$ cat config.mk
export PLATFORM = sky130hd
export DESIGN_NAME = mac_mul_seq
export DESIGN_NICKNAME = d
export VERILOG_FILES = /design/src/rtl/mac_mul_seq.sv
export SDC_FILE = /design/constraint.sdc
export NUM_CORES = 1
export LEC_CHECK = 0
export CAP_MARGIN = 20
export CORE_MARGIN = 2
export CORE_UTILIZATION = 25
export DETAILED_ROUTE_END_ITERATION = 12
export HOLD_SLACK_MARGIN = 0.1
export PLACE_DENSITY = 0.58
export SYNTH_ARGS = -nofsm -noshare
export SYNTH_HDL_FRONTEND = slang
export SYNTH_SLANG_ARGS = --single-unit
$ cat constraint.sdc
create_clock -name clk -period 4.2 [get_ports clk]
set_input_delay 0.84 -clock clk [delete_from_list [all_inputs] [get_ports clk]]
set_output_delay 0.84 -clock clk [all_outputs]
set_load 0.01 [all_outputs]
$ cat src/rtl/mac_mul_seq.sv
// Job sequencer for the MAC multiply block: streams operand beats into the
// multiplier's registered operand ports and accumulates its products into a wide sum.
module mac_mul_seq #(
    parameter int MAC_CONF_WIDTH = 2,
    parameter int MAC_MIN_WIDTH  = 8,
    parameter int MAC_INT_WIDTH  = 40,
    parameter int ACC_WIDTH      = 48,
    parameter int LEN_WIDTH      = 8
) (
    input  logic                       clk,
    input  logic                       rst,
    input  logic                       start,
    input  logic [MAC_CONF_WIDTH-1:0]  cfg_in,
    input  logic [LEN_WIDTH-1:0]       len,
    output logic                       busy,
    output logic                       err,
    input  logic                       in_valid,
    output logic                       in_ready,
    input  logic [4*MAC_MIN_WIDTH-1:0] in_a,
    input  logic [MAC_MIN_WIDTH-1:0]   in_b,
    output logic                       mul_en,
    output logic [MAC_CONF_WIDTH-1:0]  mul_cfg,
    output logic [MAC_MIN_WIDTH-1:0]   mul_A0,
    output logic [MAC_MIN_WIDTH-1:0]   mul_A1,
    output logic [MAC_MIN_WIDTH-1:0]   mul_A2,
    output logic [MAC_MIN_WIDTH-1:0]   mul_A3,
    output logic [MAC_MIN_WIDTH-1:0]   mul_B1,
    input  logic [MAC_INT_WIDTH-1:0]   mul_C,
    output logic                       out_valid,
    input  logic                       out_ready,
    output logic [ACC_WIDTH-1:0]       out_acc,
    output logic [1:0]                 dbg_state
);

    localparam logic [1:0] S_IDLE  = 2'd0;
    localparam logic [1:0] S_RUN   = 2'd1;
    localparam logic [1:0] S_DRAIN = 2'd2;
    localparam logic [1:0] S_DONE  = 2'd3;

    localparam logic [MAC_CONF_WIDTH-1:0] CFG_QUAD    = MAC_CONF_WIDTH'(2);
    localparam logic [MAC_CONF_WIDTH-1:0] CFG_ILLEGAL = MAC_CONF_WIDTH'(3);

    // Valid/ready: a beat transfers on an edge where in_valid && in_ready; the result
    // transfers on an edge where out_valid && out_ready. Both ready/valid outputs are
    // pure functions of the state register, so they never depend on the partner's inputs.

    logic [1:0]                 state_q, state_d;
    logic [LEN_WIDTH-1:0]       remaining_q, remaining_d;
    logic [ACC_WIDTH-1:0]       acc_q, acc_d;
    logic [MAC_CONF_WIDTH-1:0]  cfg_q, cfg_d;
    logic [4*MAC_MIN_WIDTH-1:0] a_q, a_d;
    logic [MAC_MIN_WIDTH-1:0]   b_q, b_d;
    logic                       mul_en_q, mul_en_d;
    logic                       err_q, err_d;
    logic [ACC_WIDTH-1:0]       ext_c;

    // Quad products are signed; single and dual products are unsigned.
    always_comb begin
        ext_c = '0;
        ext_c[MAC_INT_WIDTH-1:0] = mul_C;
        if (cfg_q == CFG_QUAD && mul_C[MAC_INT_WIDTH-1]) begin
            for (int i = MAC_INT_WIDTH; i < ACC_WIDTH; i++) begin
                ext_c[i] = 1'b1;
            end
        end
    end

    always_comb begin
        state_d     = state_q;
        remaining_d = remaining_q;
        acc_d       = acc_q;
        cfg_d       = cfg_q;
        a_d         = a_q;
        b_d         = b_q;
        mul_en_d    = 1'b0;
        err_d       = 1'b0;

        if (mul_en_q) begin
            acc_d = acc_q + ext_c;
        end

        case (state_q)
            S_IDLE: begin
                if (start) begin
                    if (cfg_in == CFG_ILLEGAL) begin
                        err_d = 1'b1;
                    end else begin
                        cfg_d       = cfg_in;
                        remaining_d = len;
                        acc_d       = '0;
                        state_d     = (len == '0) ? S_DONE : S_RUN;
                    end
                end
            end
            S_RUN: begin
                if (in_valid) begin
                    a_d         = in_a;
                    b_d         = in_b;
                    mul_en_d    = 1'b1;
                    remaining_d = remaining_q - LEN_WIDTH'(1);
                    if (remaining_q == LEN_WIDTH'(1)) begin
                        state_d = S_DRAIN;
                    end
                end
            end
            // The last beat's product is added on the edge that leaves DRAIN.
            S_DRAIN: state_d = S_DONE;
            S_DONE: begin
                if (out_ready) begin
                    state_d = S_IDLE;
                end
            end
            default: state_d = S_IDLE;
        endcase
    end

    always_ff @(posedge clk) begin
        if (rst) begin
            state_q     <= S_IDLE;
            remaining_q <= '0;
            acc_q       <= '0;
            cfg_q       <= '0;
            a_q         <= '0;
            b_q         <= '0;
            mul_en_q    <= 1'b0;
            err_q       <= 1'b0;
        end else begin
            state_q     <= state_d;
            remaining_q <= remaining_d;
            acc_q       <= acc_d;
            cfg_q       <= cfg_d;
            a_q         <= a_d;
            b_q         <= b_d;
            mul_en_q    <= mul_en_d;
            err_q       <= err_d;
        end
    end

    assign busy      = (state_q != S_IDLE);
    assign in_ready  = (state_q == S_RUN);
    assign out_valid = (state_q == S_DONE);
    assign err       = err_q;
    assign mul_en    = mul_en_q;
    assign mul_cfg   = cfg_q;
    assign mul_A0    = a_q[0*MAC_MIN_WIDTH +: MAC_MIN_WIDTH];
    assign mul_A1    = a_q[1*MAC_MIN_WIDTH +: MAC_MIN_WIDTH];
    assign mul_A2    = a_q[2*MAC_MIN_WIDTH +: MAC_MIN_WIDTH];
    assign mul_A3    = a_q[3*MAC_MIN_WIDTH +: MAC_MIN_WIDTH];
    assign mul_B1    = b_q;
    assign out_acc   = acc_q;
    assign dbg_state = state_q;

endmodule
==> impl_results.rst, run 1 <==
Implementation results
======================

.. list-table::
   :header-rows: 1

   * - Metric
     - Value
   * - Top Ports
     - 192
   * - Non-clock inverter count in the final layout
     - 20
   * - Non-clock buffer area fraction after layout
     - roughly 22%
   * - Combined area of the multi-input logic cells
     - between 0.004 and 0.005 sq mm
   * - Violation count after the first detailed-routing iteration
     - ~370
   * - N_taps
     - approximately 340
   * - Post-synthesis average cell area
     - a little under 8 sq um
   * - # Max-Cap Violations
     - 0
   * - Number of buffers outside the clock class in the layout
     - ~200
   * - Finished layout cell area
     - 0.00909 sq mm
   * - Critical path buffers and inverters
     - 1
   * - Commonest non-fill, non-tap cell in the layout
     - sky130_fd_sc_hd__clkdlybuf4s50_1
   * - Most frequently used cell type in the post-synthesis netlist
     - sky130_fd_sc_hd__nand2_1
   * - Number of buffers created by CTS
     - 9
   * - Number of warning messages in the logs
     - 30
   * - Worst hold slack
     - roughly 460 ps
   * - Setup-failing EPs final
     - 0
   * - Pin count of the biggest net entering global routing
     - between 40 and 50
   * - Total global-route track usage
     - ~15%
   * - Leading cell types in the layout, fill and taps excluded
     - sky130_fd_sc_hd__clkdlybuf4s50_1, sky130_fd_sc_hd__nand2_1, sky130_fd_sc_hd__a21oi_1
   * - Largest area contributor in the netlist
     - sky130_fd_sc_hd__dfxtp_1
   * - Count of clock tree sinks
     - around 100
   * - Half-perimeter wire length after placement
     - roughly 16,000 microns
   * - Post-synth tally of flip-flops with integrated enable
     - 0
   * - Final tally of hold violations
     - 0
   * - Comb gates
     - 676
   * - Library cell used as clock root buffer
     - sky130_fd_sc_hd__clkbuf_16
   * - Area of the synthesized netlist per yosys stat
     - about 0.0066 sq mm
   * - Final-stage net count
     - between 1,000 and 1,500
   * - Least-Margin Pin Slew
     - ~800 ps
   * - Yosys cell count
     - 849
   * - Ratio of routed vias to standard cells
     - 4.93
   * - Sequential Area
     - roughly 0.0020 sq mm
   * - Remaining antenna violation count
     - 0
   * - Compound Share, Synth
     - a little under a quarter
   * - M2 GR Usage
     - 24.2%
   * - Gr ovfl total
     - 0
   * - Leakage power summed over all cells
     - 0.00345 uW
   * - Total length of routed met2 wires
     - 9480 microns
   * - Tally of clock buffers in the finished layout
     - 9
   * - Met3 track demand over resource in global routing
     - 5.10%
   * - Final setup margin
     - roughly 430 ps
   * - Multi-input combinational area share
     - a little under half
   * - Top Metal Used
     - met4
   * - Nets at Floorplan
     - ~1,000
   * - Die area
     - 0.0275 sq mm
   * - Total Negative Setup Slacks
     - 0 ps
   * - Vias after detailed routing
     - about 6,700
   * - Flip-flops
     - slightly above 100
   * - Top-area cell type share of the netlist area
     - a little under a third
   * - Maximum root-to-sink buffer count
     - 2
   * - Path type of the worst setup path
     - primary input to flip-flop
   * - DRC violations left
     - 0
   * - Busiest metal layer after global routing
     - met2
   * - Number of hold buffers added after CTS
     - 0
   * - Total length of routed wires
     - 21,400 microns
   * - Routing usage on met1
     - around 20%
   * - Capturing element type of the critical path
     - flip-flop
   * - Library cell contributing the largest single delay on the critical path
     - sky130_fd_sc_hd__or4_4
   * - Area growth, synth to finish
     - 38.8%
   * - Clock tree from TritonCTS
     - built
   * - Adders+Majority by Area
     - around a tenth
   * - Std cell rows
     - ~60
   * - Synthesis warning total
     - 0
   * - Total inserted antenna cells
     - 0
   * - Via count of the first global-routing pass
     - between 6,000 and 7,000
   * - Worst slew margin relative to its limit
     - a little under half
   * - Core utilization at floorplan
     - 25.3%
   * - Data arrival time of the critical path
     - around 4000 ps
   * - Clock edge transition at the registers on the reported setup and hold paths
     - about 90 ps
   * - Xor/xnor share of the synthesized area
     - about 5.3%
   * - Sequential area share after synthesis
     - 31.2%
   * - Number of cells in the finished layout apart from fillers
     - between 1,000 and 1,500
   * - Number of buffers inserted by port buffering
     - 191
   * - Crit Path Max Fanout
     - 4
   * - Dpl cells
     - approximately 1,300
   * - Multiplexer share
     - between 4 and 5%
   * - Biggest area contributors in the synthesized netlist
     - sky130_fd_sc_hd__dfxtp_1, sky130_fd_sc_hd__ha_1, sky130_fd_sc_hd__a21oi_1
   * - Placed standard-cell area
     - 0.00877 sq mm
   * - RSZ-0062 raised after global routing
     - no
   * - Outcome
     - completed
   * - Maximum achievable frequency
     - around 0.27 GHz
   * - Slowest Stage Delay on Critical Path
     - 540 ps
   * - Global-route wire length before repair
     - around 35,000 microns
   * - Count of cells resized by post-cts repair
     - 0
   * - Kind of start point of the critical path
     - primary input
   * - Crit path cell chain
     - clkdlybuf4s50_1 > ha_1 > fa_1 > a211oi_2 > o21ai_1 > o211a_2 > or4_4 > a311oi_4 > o31a_1 > o21ai_2 > nor4b_4 > a311o_1
   * - Count of filler cells inserted in the layout
     - 2,716
   * - CTS HTree Levels
     - 3
   * - Fraction of final layout cells with drive strength greater than 1
     - 4.23%
   * - Number of iterations in the first detailed-routing pass
     - 5
   * - Pwr/cell area
     - approximately 380 mW/mm^2
   * - Final worst-path cycle share
     - 89.7%
   * - Time the worst path needs with I/O delays and setup
     - 3770 ps
## run 1: power breakdown
| part | switching (uW) | internal, uW | leakage (uW) |
|---|---|---|---|
| sequential | 102 | 1090 | 0.000828 |
| clock | 459 | 485 | 0.000158 |
| combinational | 745 | 593 | 0.00246 |
## run 1: worst paths after layout
kind | cells past startpoint | slack (ps) | end | start
worst min register to register | 2 | 460 | a_q[18] | a_q[18]
worst max-delay path | 12 | 430 | out_acc[32] | mul_C[0]
worst max register to register | 11 | 1020 | out_acc[32] | out_acc[0]
worst min-delay path | 2 | 460 | a_q[18] | a_q[18]
## run 1: sequential cells by signal (all words and copies together), names as in the netlist
register,cells
a_q,32
mul_B1,8
mul_en,1
mul_cfg,2
out_acc,48
dbg_state,2
remaining_q,8
err,1
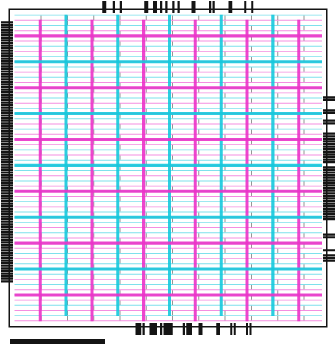
*Supply network, run 1*
The bar under the picture is 50 microns long. Pins as bars on the die edge. Tap cells in grey.
colour	net
cyan	VDD
magenta	VSS
signal pins	192
rows	59
met4 straps	11
tap cells	335
met5 straps	11
height of the die: 166 microns
die width: 166 microns
Max VDD drop: 0.269 mV
area of the core: 0.0259 sq mm

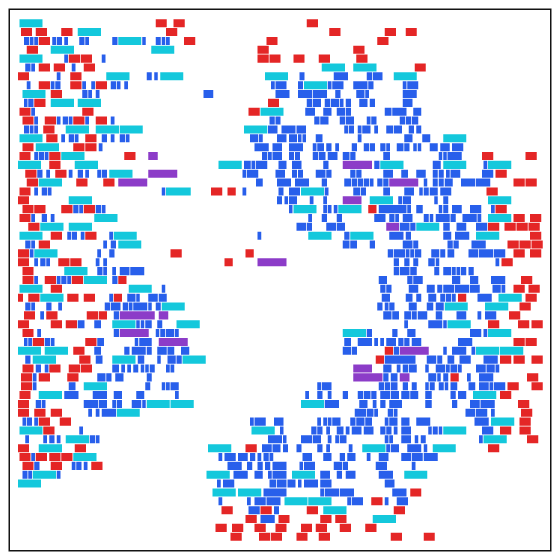
*Placed cells, one colour a class, run 1*
colour	class	cells
blue	all other logic	696
cyan	flip-flops	102
red	other buffers and delay cells	202
purple	clock drivers and dummy loads	16
final standard cell utilization of the core: 35.1%
flop share of the area: 22.5%

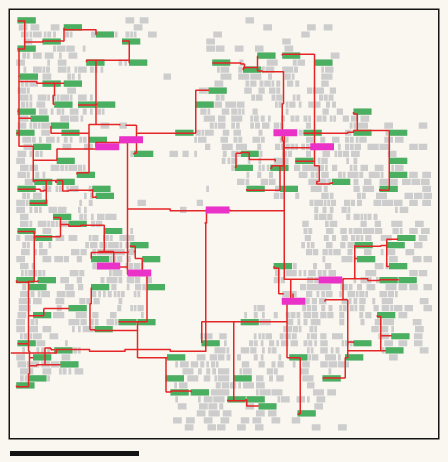
*Clock network drawn from the DEF, run 1*
The bar under the picture is 50 microns long.
[green] flip-flops | count: 102
[red] clock wires | length: 1,730 microns
[magenta] cells driving clock nets | count: 9
flops lie	all over the die
routed clock nets	10
maximum clock skew at final layout: 16.4 ps
power in the clock group: 944 uW

==> run 2, diff against run 1 <==
SLEW_MARGIN = 20   (was not set)
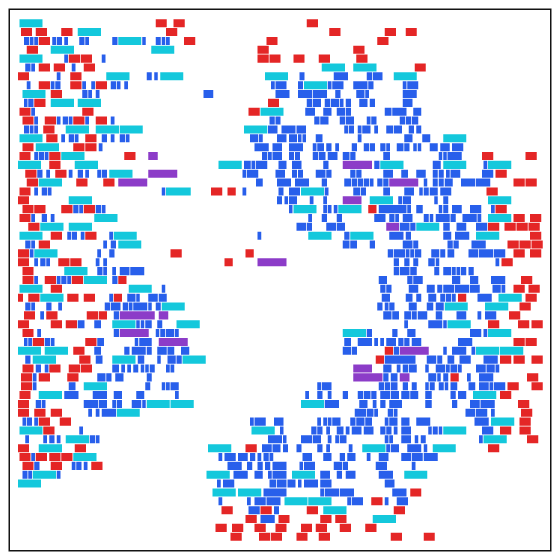
*Placed cells, one colour a class, run 2*
colour	class	cells
blue	all other logic	696
purple	clock drivers and dummy loads	16
red	other buffers and delay cells	202
cyan	flip-flops	102
finished layout cell area: 0.00909 sq mm
std cell rows: 59

==> run 2 against run 1 <==
Register-to-register slack about the same. Wire length unchanged. Setup slack unchanged. Critical endpoint unchanged. Synthesized area unchanged. Maximum frequency unchanged. Die size unchanged. Combinational power about the same. Clock power about the same. Highest routed layer unchanged. Largest cell class unchanged.
==> impl_results.rst, run 2 <==
Implementation results
======================

.. list-table::
   :header-rows: 1

   * - Metric
     - Value
   * - Crit Path Max Fanout
     - 4 (unchanged)
   * - Die width
     - 166 microns (unchanged)
   * - Pwr/cell area
     - 382 mW/mm^2 (unchanged)
   * - RSZ-0062 raised after global routing
     - no
   * - M2 GR Usage
     - 24.2% (unchanged)
   * - Compound Share, Synth
     - 23.1% (unchanged)
   * - Total length of routed wires
     - 21,400 microns (unchanged)
   * - Nets at Floorplan
     - 998 (unchanged)
   * - Capturing element type of the critical path
     - flip-flop
   * - Ratio of routed vias to standard cells
     - 4.93 (unchanged)
   * - Seq. pwr
     - 1190 uW (about the same)
   * - Clock edge transition at the registers on the reported setup and hold paths
     - 90 ps (about the same)
   * - Top-area cell type share of the netlist area
     - 31.2% (unchanged)
   * - # Max-Cap Violations
     - 0 (unchanged)
   * - DRC violations left
     - 0 (unchanged)
   * - Worst reg2reg endpoint
     - out_acc[32]
   * - Pin count of the biggest net entering global routing
     - 47 (unchanged)
   * - Largest area contributor in the netlist
     - sky130_fd_sc_hd__dfxtp_1
   * - Area of the synthesized netlist per yosys stat
     - 0.00655 sq mm (unchanged)
   * - Setup slack of the worst register-to-register path
     - 1020 ps (about the same)
   * - Maximum root-to-sink buffer count
     - 2 (unchanged)
   * - End point of the most critical hold path
     - a_q[18]
   * - Maximum clock skew at final layout
     - 16.4 ps (unchanged)
   * - Half-perimeter wire length after placement
     - 16,100 microns (unchanged)
   * - Final-stage net count
     - 1,160 (unchanged)
   * - Top pwr grp
     - combinational cells
   * - Multiplexer share
     - 4.75% (unchanged)
   * - Violation count after the first detailed-routing iteration
     - 370 (unchanged)
   * - Final worst-path cycle share
     - 89.7% (unchanged)
   * - Remaining antenna violation count
     - 0 (unchanged)
   * - Xor/xnor share of the synthesized area
     - 5.35% (unchanged)
   * - Max VDD drop
     - 0.269 mV (unchanged)
   * - CTS HTree Levels
     - 3 (unchanged)
   * - Total Negative Setup Slacks
     - 0 ps (unchanged)
   * - Final tally of hold violations
     - 0 (unchanged)
   * - Launch point of the worst hold path
     - a_q[18]
   * - Biggest area contributors in the synthesized netlist
     - sky130_fd_sc_hd__dfxtp_1, sky130_fd_sc_hd__ha_1, sky130_fd_sc_hd__a21oi_1
   * - Most frequently used cell type in the post-synthesis netlist
     - sky130_fd_sc_hd__nand2_1
   * - Synthesis warning total
     - 0 (unchanged)
   * - Outcome
     - completed
   * - Global-route wire length before repair
     - 35,100 microns (unchanged)
   * - Path type of the worst setup path
     - primary input to flip-flop
   * - Post-synth tally of flip-flops with integrated enable
     - 0 (unchanged)
   * - Total net switching power
     - 1300 uW (unchanged)
   * - Number of iterations in the first detailed-routing pass
     - 5 (unchanged)
   * - Power in the clock group
     - 944 uW (about the same)
   * - Gr ovfl total
     - 0 (unchanged)
   * - Flip-flop count of the largest register, all copies and words added
     - 48 (unchanged)
   * - Total inserted antenna cells
     - 0 (unchanged)
   * - Worst-case reg-to-reg path depth
     - 11 (unchanged)
   * - Adders+Majority by Area
     - 10.4% (unchanged)
   * - Routing usage on met1
     - 20.3% (unchanged)
   * - Crit path cell chain
     - clkdlybuf4s50_1 > ha_1 > fa_1 > a211oi_2 > o21ai_1 > o211a_2 > or4_4 > a311oi_4 > o31a_1 > o21ai_2 > nor4b_4 > a311o_1
   * - Vias after detailed routing
     - 6,664 (unchanged)
   * - Worst slew margin relative to its limit
     - 45.4% (unchanged)
   * - Time the worst path needs with I/O delays and setup
     - 3770 ps (unchanged)
   * - Busiest metal layer after global routing
     - met2
   * - Sequential area share after synthesis
     - 31.2% (unchanged)
   * - Maximum achievable frequency
     - 0.266 GHz (unchanged)
   * - Reg power frac
     - 34.3% (about the same)
   * - Count of cells resized by post-cts repair
     - 0 (unchanged)
   * - Via count of the first global-routing pass
     - 6,575 (unchanged)
   * - Total internal power
     - 2170 uW (unchanged)
   * - Least-Margin Pin Slew
     - 815 ps (unchanged)
   * - Number of buffers inserted by port buffering
     - 191 (unchanged)
   * - Setup-failing EPs final
     - 0 (unchanged)
   * - Leading cell types in the layout, fill and taps excluded
     - sky130_fd_sc_hd__clkdlybuf4s50_1, sky130_fd_sc_hd__nand2_1, sky130_fd_sc_hd__a21oi_1
   * - Hold path cells
     - 2 (unchanged)
   * - Yosys cell count
     - 849 (unchanged)
   * - Data arrival time of the critical path
     - 4020 ps (about the same)
   * - Met3 track demand over resource in global routing
     - 5.10% (unchanged)
   * - Top Ports
     - 192 (unchanged)
   * - Leakage power summed over all cells
     - 0.00345 uW (unchanged)
   * - Launch point of the worst reg-to-reg path
     - out_acc[0]
   * - Worst setup path startpoint
     - mul_C[0]
   * - Area growth, synth to finish
     - 38.8% (unchanged)
   * - Switching portion of total power
     - 37.6% (unchanged)
   * - Clock tree from TritonCTS
     - built
   * - Number of warning messages in the logs
     - 30 (unchanged)
   * - Number of hold buffers added after CTS
     - 0 (unchanged)
   * - Die area
     - 0.0275 sq mm (unchanged)
   * - Combinational power share
     - 38.5% (about the same)
   * - Final Slew Violations
     - 0
   * - Slowest Stage Delay on Critical Path
     - 540 ps (about the same)
   * - Area of the core
     - 0.0259 sq mm (unchanged)
   * - Number of buffers created by CTS
     - 9 (unchanged)
   * - Commonest non-fill, non-tap cell in the layout
     - sky130_fd_sc_hd__clkdlybuf4s50_1
   * - Worst setup path endpoint
     - out_acc[32]
   * - Kind of start point of the critical path
     - primary input
   * - Count of clock tree sinks
     - 102 (unchanged)
   * - Count of filler cells inserted in the layout
     - 2,716 (unchanged)
   * - Crit path depth
     - 12 (unchanged)
   * - Post-synthesis average cell area
     - 7.72 sq um (unchanged)
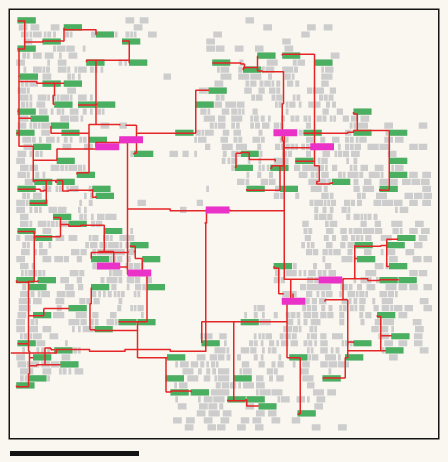
*Clock network drawn from the DEF, run 2*
The bar under the picture is 50 microns long.
[green] flip-flops | count: 102
[magenta] cells driving clock nets | count: 9
[red] clock wires | length: 1,730 microns
routed clock nets	10
worst skew pair latency: 370 ps
Clk network pwr share: 27.2%

run 2: cell counts after synthesis:
Identical to the previous run, type by type.
run 2: layout make-up:
type	count	area [sq um]	share of cell area, %
inverters	20	75.1	0.825
repair buffers	202	1990	21.9
clock inverters	7	100	1.10
clock buffers	9	225	2.48
multi-input cells	676	4240	46.7
well taps	335	419	4.61
flip-flops and latches	102	2040	22.5
run 2: through the flow:
step / hold WS [ps] / std cells / utilization [%] / instance area (sq um) / setup slack, ps
floorplan: 481 / 849 / - / 6550 / 710
global placement: 441 / 1335 / 33.8 / 8770 / 115
detailed placement: 446 / 1335 / 33.8 / 8770 / 81.3
CTS: 458 / 1351 / 35.1 / 9090 / 464
global route: 474 / 1351 / 35.1 / 9090 / 302
finish: 457 / 1351 / 35.1 / 9090 / 434
### The clock network, run 2

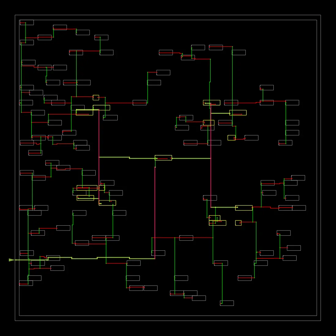

==> run 3, diff against run 2 <==
ABC_AREA = 1   (was not set)
CTS_CLUSTER_DIAMETER = 80   (was not set)
PLACE_DENSITY = 0.56   (was 0.58)
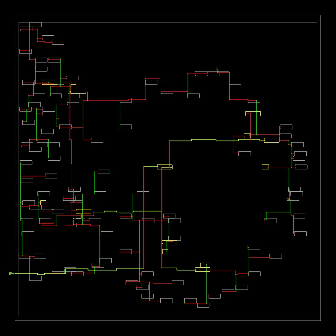
*The clock network, run 3*
maximum clock skew at final layout: 12.6 ps
number of buffers created by CTS: 9
worst skew pair latency: 380 ps
count of clock tree sinks: 102
power in the clock group: 890 uW

==> run 3 against run 2 <==
Sequential share of layout area decreased by 3.9 points. Count of clock-buffer cells in the layout unchanged. Largest cell class unchanged. Critical endpoint is now out_acc[43]. Maximum frequency increased by 27%. Via count increased by 34%.
==> impl_results.rst, run 3 <==
Implementation results
======================

.. list-table::
   :header-rows: 1

   * - Metric
     - Value
   * - Number of standard cells after synthesis
     - 1,444
   * - Crit Path Max Fanout
     - 7 (+3)
   * - Data required time at the worst endpoint
     - approximately 4500 ps
   * - Biggest area contributors in the synthesized netlist
     - sky130_fd_sc_hd__dfxtp_1, sky130_fd_sc_hd__nand2_1, sky130_fd_sc_hd__inv_1
   * - Final tally of hold violations
     - 0 (unchanged)
   * - Pwr/cell area
     - 369 mW/mm^2 (-3.3%)
   * - Setup Slack @ Placement
     - 811 ps (+730 ps)
   * - Final setup margin
     - 1230 ps (+794 ps)
   * - Post-synthesis average cell area
     - 5.78 sq um (-25%)
   * - Met3 track demand over resource in global routing
     - 4.65% (-0.45 points)
   * - Library cell contributing the largest single delay on the critical path
     - sky130_fd_sc_hd__clkdlybuf4s50_1
   * - Routing usage on met1
     - 20.4% (+0.16 points)
   * - Async set-or-reset flop fraction in the synthesized netlist
     - 0%
   * - Most frequent cells after synthesis
     - sky130_fd_sc_hd__nand2_1, sky130_fd_sc_hd__inv_1, sky130_fd_sc_hd__nor2_1
   * - Via count of the first global-routing pass
     - 8,761 (+33%)
   * - #FFs+latches synth
     - roughly 100
   * - Total length of routed met2 wires
     - 13,100 microns
   * - Total internal power
     - 2360 uW (+8.8%)
   * - Seq. pwr
     - 1270 uW (+7%)
   * - Busiest metal layer after global routing
     - met2
   * - Placer's final routability congestion estimate
     - 0.953
   * - Worst-case reg-to-reg path depth
     - 15 (+4)
   * - Slowest Stage Delay on Critical Path
     - 450 ps (-90 ps)
   * - Global-route wire length before repair
     - 45,800 microns (+31%)
   * - Fraction of final layout cells with drive strength greater than 1
     - around 7.2%
   * - Average wire length per cell after detail routing
     - 13.9 microns
   * - Launch point of the worst reg-to-reg path
     - mul_cfg[0]
   * - CTS HTree Levels
     - 3 (unchanged)
   * - Pin count of the biggest net entering global routing
     - 50 (+6.4%)
   * - Outcome
     - completed
   * - Area growth, synth to finish
     - 32.0%
   * - RSZ-0062 raised after global routing
     - no
   * - Crit path cell chain
     - clkdlybuf4s50_1 > nand3_1 > inv_1 > ha_1 > nand2_1 > nor2_1 > inv_1 > nor2_2 > nand2_1 > nor2_1 > nand2_1 > nand4_1 > nand3_1 > nand2_1 > inv_1
   * - Area of the synthesized netlist per yosys stat
     - 0.00834 sq mm (+27%)
   * - Most numerous cell on the critical path
     - sky130_fd_sc_hd__nand2_1
   * - Worst slew margin relative to its limit
     - 47.0% (+1.5 points)
   * - Final Slew Violations
     - 0 (unchanged)
   * - Least-Margin Pin Slew
     - 795 ps (-20.9 ps)
   * - Number of cells in the finished layout apart from fillers
     - 2,071 (+53%)
   * - Number of iterations in the first detailed-routing pass
     - 5 (unchanged)
   * - Number of hold buffers added after CTS
     - 0 (unchanged)
   * - Data arrival time of the critical path
     - 3260 ps (-760 ps)
   * - Die area
     - 0.0349 sq mm (+27%)
   * - Path type of the worst setup path
     - primary input to flip-flop
   * - Leading cell types in the layout, fill and taps excluded
     - sky130_fd_sc_hd__nand2_1, sky130_fd_sc_hd__inv_1, sky130_fd_sc_hd__nor2_1
   * - Top Ports
     - 192 (unchanged)
   * - Maximum achievable frequency
     - 0.336 GHz (+27%)
   * - Ys flop type
     - sky130_fd_sc_hd__dfxtp_1
   * - Synthesis warning total
     - 0 (unchanged)
   * - M2 GR Usage
     - 27.9% (+3.6 points)
   * - Switching portion of total power
     - 42.0% (+4.4 points)
   * - Gr ovfl total
     - 0 (unchanged)
   * - Post-synth tally of flip-flops with integrated enable
     - 0 (unchanged)
   * - Time the worst path needs with I/O delays and setup
     - 2970 ps (-794 ps)
   * - Max VDD drop
     - 0.319 mV (+18%)
   * - Placed standard-cell area
     - 0.0107 sq mm (+22%)
   * - Hold WC Path Type
     - flip-flop to flip-flop
   * - Number of distinct library cells after synthesis
     - slightly above 40
   * - Post-CTS Setup Repair Bufs
     - 0
   * - Metal3 WL
     - approximately 1900 microns
   * - Total length of routed wires
     - 28,700 microns (+34%)
   * - Kind of start point of the critical path
     - primary input
   * - Die width
     - 187 microns (+13%)
   * - Ratio of routed vias to standard cells
     - 4.31 (-13%)
   * - Clk network pwr share
     - 21.9% (-5.3 points)
   * - Remaining antenna violation count
     - 0 (unchanged)
   * - Worst setup path endpoint
     - out_acc[43]
   * - Met1 routed wirelength after detailed routing
     - approximately 13,000 microns
   * - Total global-route track usage
     - between 15 and 20%
   * - Top Metal Used
     - met4
   * - Total Negative Setup Slacks
     - 0 ps (unchanged)
   * - Worst setup path startpoint
     - mul_C[39]
   * - Setup-failing EPs final
     - 0 (unchanged)
   * - Half-perimeter wire length after placement
     - 23,500 microns (+46%)
   * - Height of the die
     - between 150 and 200 microns
   * - Initial antenna violation count
     - 1
   * - Maximum root-to-sink buffer count
     - 2 (unchanged)
   * - Dpl cells
     - 2,054 (+54%)
   * - Setup slack of the worst register-to-register path
     - 1760 ps (+740 ps)
   * - Commonest non-fill, non-tap cell in the layout
     - sky130_fd_sc_hd__nand2_1
   * - Combinational power share
     - 46.8% (+8.3 points)
   * - Top-area cell type share of the netlist area
     - 24.5% (-6.7 points)
   * - Library cell used as clock root buffer
     - sky130_fd_sc_hd__clkbuf_16
   * - Flip-flop count of the largest register, all copies and words added
     - 48 (unchanged)
   * - CP delay by family, top
     - simple AND/OR/NAND/NOR gates
   * - Reg power frac
     - 31.3% (-3.0 points)
   * - Launch point of the worst hold path
     - remaining_q[7]
   * - Post-synthesis instance area
     - 0.00834 sq mm
   * - Clock edge transition at the registers on the reported setup and hold paths
     - 80 ps (about the same)
   * - Count of filler cells inserted in the layout
     - 3,674 (+35%)
   * - Final worst-path cycle share
     - 70.8% (-19 points)
   * - Count of cells resized by post-cts repair
     - 0 (unchanged)
   * - Largest area contributor in the netlist
     - sky130_fd_sc_hd__dfxtp_1
   * - Number of buffers inserted by port buffering
     - 191 (unchanged)
   * - Clock tree from TritonCTS
     - built
   * - Vias after detailed routing
     - 8,917 (+34%)
   * - Power dissipated in combinational cells
     - 1900 uW
   * - Final-stage net count
     - 1,772 (+53%)
   * - Yosys cell count
     - 1,444 (+70%)
   * - Total net switching power
     - 1710 uW (+31%)
   * - Core utilization at floorplan
     - about a quarter
   * - Worst reg2reg endpoint
     - out_acc[43]
   * - Crit path depth
     - 15 (+3)
   * - Number of warning messages in the logs
     - 30 (unchanged)
   * - # Max-Cap Violations
     - 0 (unchanged)
   * - End point of the most critical hold path
     - remaining_q[7]
   * - Critical path buffers and inverters
     - 4
   * - Violation count after the first detailed-routing iteration
     - 505 (+36%)
   * - Capturing element type of the critical path
     - flip-flop
   * - Leakage power summed over all cells
     - 0.00549 uW (+59%)
   * - Nets at Floorplan
     - 1,593 (+60%)
   * - DRC violations left
     - 0 (unchanged)
   * - Hold path cells
     - 2 (unchanged)
   * - Most frequently used cell type in the post-synthesis netlist
     - sky130_fd_sc_hd__nand2_1
   * - Sequential area share after synthesis
     - 24.5% (-6.7 points)
   * - Top pwr grp
     - combinational cells
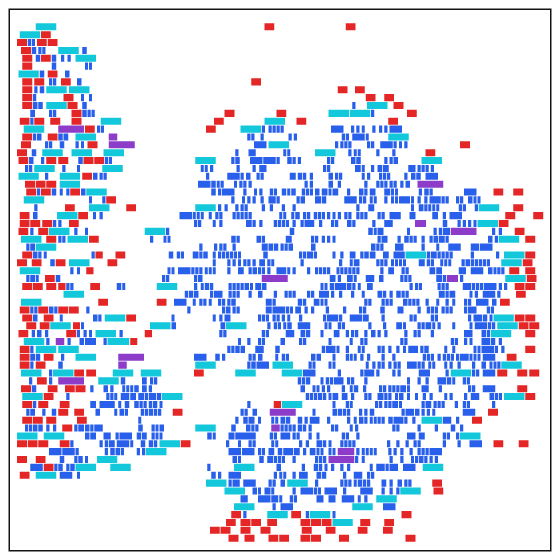
*Placed cells, one colour a class, run 3*
colour	class	cells
purple	clock drivers and dummy loads	16
blue	all other logic	1,312
cyan	flip-flops	102
red	other buffers and delay cells	198
std cell rows: 66
finished layout cell area: 0.0110 sq mm
final standard cell utilization of the core: 33.7%
flop share of the area: 18.6%
area of the core: 0.0327 sq mm

## run 3: final cells by class
type / count / area, sq um / share of cell area, %
Multi-Input combinational cell: 1029 / 5090 / 46.2
Tap cell: 442 / 553 / 5.02
Clock inverter: 7 / 73.8 / 0.670
Timing Repair Buffer: 198 / 1960 / 17.8
Inverter: 283 / 1060 / 9.65
Sequential cell: 102 / 2040 / 18.6
Clock buffer: 9 / 225 / 2.04
Antenna cell: 1 / 2.50 / 0.0227
## run 3: cells by family after synthesis
family	synth area share [%]
fa+ha+maj	8.19
xor+xnor	1.78
compound gates	9.30
flops	24.5
buf+inv	14.5
simple gates	41.7
## run 3: through the flow
step	hold WS, ps	total power (uW)
3_3_place_gp	458	3200
6_report	470	4070
4_1_cts	473	4130
3_5_place_dp	462	3200
5_1_grt	515	4400
2_1_floorplan	440	2470
Power figures rest on the tool's default switching activity, not on a simulated workload.
